==> config.mk <==
export PLATFORM = sky130hd
export DESIGN_NAME = branch_resolver_flat
export DESIGN_NICKNAME = d
export VERILOG_FILES = /design/src/rtl/branch_resolver_pkg.sv /design/src/rtl/branch_resolver_if.sv /design/src/rtl/branch_fifo.sv /design/src/rtl/branch_resolver.sv /design/src/flat_wrapper.sv
export SDC_FILE = /design/constraint.sdc
export NUM_CORES = 1
export LEC_CHECK = 0
export CAP_MARGIN = 30
export CORE_MARGIN = 10
export CORE_UTILIZATION = 50
export DETAILED_ROUTE_END_ITERATION = 8
export PLACE_DENSITY = 0.69
export SYNTH_ARGS = -nofsm -noshare
export SYNTH_HDL_FRONTEND = slang
export SYNTH_HIERARCHICAL = 1
export SYNTH_SLANG_ARGS = --single-unit
==> constraint.sdc <==
create_clock -name clk -period 12.5 [get_ports clk]
set_input_delay 2.5 -clock clk [delete_from_list [all_inputs] [get_ports clk]]
set_output_delay 2.5 -clock clk [all_outputs]
set_load 0.05 [all_outputs]
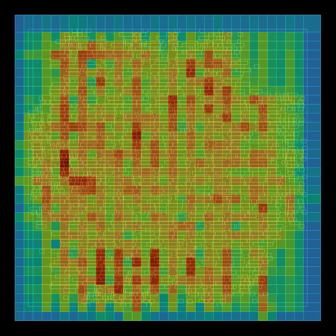
Run 1: track usage over the die
met3 track demand over resource: 4.15%
Finished Core Util: 59.7%
GRT Resource Usage Total: 16.7%
layer carrying the most global-route usage: met2

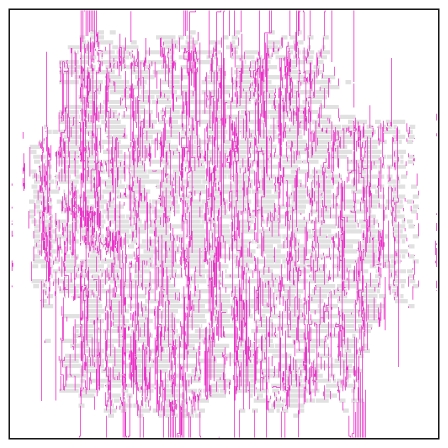
Run 1: signal wires on met2
The layer holds 47% of the routed length. The layer carries 21.0 mm of wire. 1218 nets have wire on it. The longest straight run is 104 µm.
total length of routed wires: 44.8 mm
number of vias after detailed routing: 10900
met2 capacity usage during global routing: 25.6%

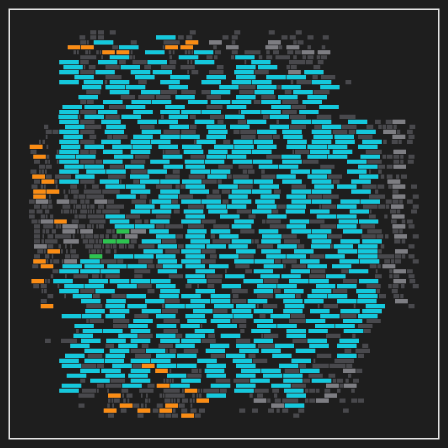
Run 1: where the registers sit
Other sequential cells in the stronger grey, the rest of the logic in the fainter grey.
Key: u_core/u_fifo/count_o = green [placed flops 4, where left middle]; u_core/bus.update_pc = orange [placed flops 32]; u_core/u_fifo/mem_q = cyan [placed flops 520]
Another 44 sequential cells are not coloured.
sequential share of cell area: 63.7%
power in sequential cells: 2.19 mW
sequential cell area: 0.0172 mm²

==> PnR_summary.wiki <==
== Run summary ==
{| class="wikitable"
! Metric !! Value
|-
| Setup bufs post-CTS || 0
|-
| Router iterations before antenna repair || 5
|-
| Detailed route wirelength on metal2 || 21.0 mm
|-
| Proportion of power drawn by flip-flops and latches || 54.0%
|-
| Crit-path max FO || 50
|-
| Post-synthesis mux area share || 17.5%
|-
| Max-slew violations || 0
|-
| Skew final || 0.0186 ns
|-
| Combinational gate power || 0.117 mW
|-
| CTS tree || yes
|-
| Cycle use final || 46.7%
|-
| Wl on met1 || 19.5 mm
|-
| Top library cells by usage in the layout, fill and taps aside || edfxtp_1, clkdlybuf4s50_1, mux4_2
|-
| Worst-margin pin slew || 0.904 ns
|-
| Max-capacitance violation count || 0
|-
| Clock network power share || 43.1%
|-
| Power density over the cells || 150 mW/mm²
|-
| Post-Place Cells || 1828
|-
| Placement Cell Area || 0.0251 mm²
|-
| Setup Total Neg Slack || 0 ns
|-
| Initial antenna violation count || 7
|-
| Cell Area, Synth || 0.0229 mm²
|-
| Remaining DRCs || 0
|-
| Clock sink count || 600
|-
| Detailed placer's ending HPWL || 26.0 mm
|-
| Count of unique library cells instantiated by Yosys || 36
|-
| I/O pin count || 144
|-
| Floorplan core density || 50.5%
|-
| Worst path required time || 12.73 ns
|-
| Global-route wire length before repair || 69.5 mm
|-
| Overall power consumption || 4.06 mW
|-
| GP Congestion || 0.725
|-
| Outcome || complete, no violations
|-
| Top power consumer group || sequential cells
|-
| Seq cells post-synth || 600
|-
| Highest routed layer || met5
|-
| Clk. pwr || 1.75 mW
|-
| Fmax || 171 MHz
|-
| Number of standard cells in the layout, taps in and fillers out || 1945
|-
| Synth Seq Share || 75.3%
|-
| Post-synth area from yosys stat || 0.0229 mm²
|-
| H-tree depth reported by CTS || 2
|-
| Number of instances resized during post-cts repair || 0
|-
| R2r setup slk || 7.19 ns
|-
| Fraction of the mapped netlist area in adder cells || 0.274%
|-
| Count of endpoints failing setup in the final report || 0
|-
| Yosys aoi share || 1.02%
|-
| Worst Setup Slack, final || 6.66 ns
|-
| Routed length per instance || 23.0 µm
|-
| Peak supply drop || 104 µV
|-
| Number of violations reported at the end of detailed-routing iteration 0 || 940
|-
| Arrival time at the worst endpoint || 6.07 ns
|-
| Number of cells on the worst reg-to-reg path || 8
|-
| Syn. warnings || 6
|-
| Post-layout minimum cycle time || 5.84 ns
|-
| Maximum root-to-sink buffer count || 3
|-
| Internal power || 3.27 mW
|-
| Pleak || 8.32 nW
|-
| Commonest non-fill, non-tap cell in the layout || edfxtp_1
|-
| Fraction of synthesized cell area in xor and xnor cells || 0.301%
|-
| Number of instances in the synthesized netlist || 1121
|-
| Prevailing logic family in the synthesized netlist || multiplexers
|-
| Syn Area/Cell || 20.4 µm²
|-
| Fraction of power spent switching nets || 19.5%
|-
| Maximum number of pins on one net before global-route repair || 65
|-
| Cell count in the Yosys report || 1121
|-
| CTS root buf || clkbuf_16
|-
| Psw || 0.790 mW
|-
| WHS || 0.454 ns
|-
| OpenROAD warning count || 27
|-
| Final-report hold violation count || 0
|-
| Number of nets still failing antenna checks after routing || 0
|-
| Number of vias per cell after detailed routing || 5.59
|-
| Relative area change from synthesis to final layout || 18.2%
|-
| Number of buffers inserted during clock tree synthesis || 60
|-
| Worst-case headroom to the max-slew limit || 39.7%
|-
| Worst hold path stage count || 2
|-
| Met3 wirelength from detailed routing || 3.12 mm
|-
| Latest clock arrival within the worst-skew pair || 0.62 ns
|-
| Overall chip area || 0.0547 mm²
|-
| Gr ovfl total || 0
|-
| Clock slew at the register clock pins of the worst setup and hold paths || 0.06 ns
|-
| Total number of nets in the final design || 1367
|-
| Unrepaired setup endpoints after global routing || no
|-
| Nature of the critical path startpoint || input port
|-
| Basic-gate share of the synthesized area counting and, or, nand and nor cells || 3.86%
|-
| Comb power frac || 2.9%
|-
| Fraction of final layout cells sized beyond drive strength 1 || 24.2%
|-
| Path type of the worst min-delay path || reg2reg
|-
| Design area || 0.0270 mm²
|-
| Vias in the first global route || 11500
|-
| Hold buffers post-CTS || 0
|-
| Met1 track demand over resource || 23.1%
|-
| Critical path endpoint category || flop
|-
| Floorplan die width || 234 µm
|-
| Standard cell core area || 0.0453 mm²
|-
| Worst slack at placement || 6.06 ns
|-
| DIE HEIGHT || 234 µm
|-
| Crit path kind || in2reg
|-
| Row Count || 78
|-
| Number of buffers inserted by port buffering || 143
|-
| Post-synth net total || 1198
|-
| Max reg flops || 520
|}
## run 1: cells in the mapped netlist
cell | instances | area share (%)
nand3_1 | 1 | 0.022
nand3b_1 | 3 | 0.098
nor2_1 | 17 | 0.28
nor4b_1 | 2 | 0.077
or3b_2 | 1 | 0.038
nor2_8 | 1 | 0.088
dfxtp_1 | 80 | 7.0
xnor2_1 | 1 | 0.038
buf_1 | 8 | 0.13
ha_1 | 5 | 0.27
o41ai_1 | 1 | 0.038
buf_12 | 3 | 0.26
o21a_1 | 1 | 0.033
inv_2 | 1 | 0.016
xnor2_2 | 1 | 0.071
mux2_2 | 65 | 3.2
clkbuf_1 | 23 | 0.38
a21oi_1 | 37 | 0.81
o31ai_1 | 1 | 0.033
xor2_1 | 5 | 0.19
or3_1 | 1 | 0.027
a2111oi_0 | 1 | 0.038
and2b_1 | 1 | 0.033
nor4_1 | 5 | 0.14
nand2b_1 | 67 | 1.8
mux4_2 | 130 | 13
buf_6 | 12 | 0.59
or2_2 | 1 | 0.027
o21ai_0 | 1 | 0.022
buf_4 | 3 | 0.098
o21ba_1 | 1 | 0.044
inv_1 | 2 | 0.033
edfxtp_1 | 520 | 68
nand2_1 | 73 | 1.2
buf_2 | 11 | 0.24
mux2i_1 | 35 | 1.5
## run 1: cell type report
| type | instances | area [µm²] |
|---|---|---|
| fillers | 3260 | 18200 |
| flip-flops and latches | 600 | 17200 |
| multi-input cells | 458 | 5310 |
| clock buffers | 94 | 1800 |
| repair buffers | 167 | 1770 |
| well taps | 600 | 751 |
| clock inverters | 19 | 155 |
| inverters | 3 | 11.3 |
| diodes | 4 | 10.0 |
## run 1: worst max-delay path, cell delays in order
cell	delay [ns]
clkdlybuf4s50_1	0.46
xnor2_2	0.30
nor2_8	0.17
nor4_1	0.76
nand2b_1	0.42
nor2_4	0.63
buf_4	0.79
Power and IR drop assume default switching activity.
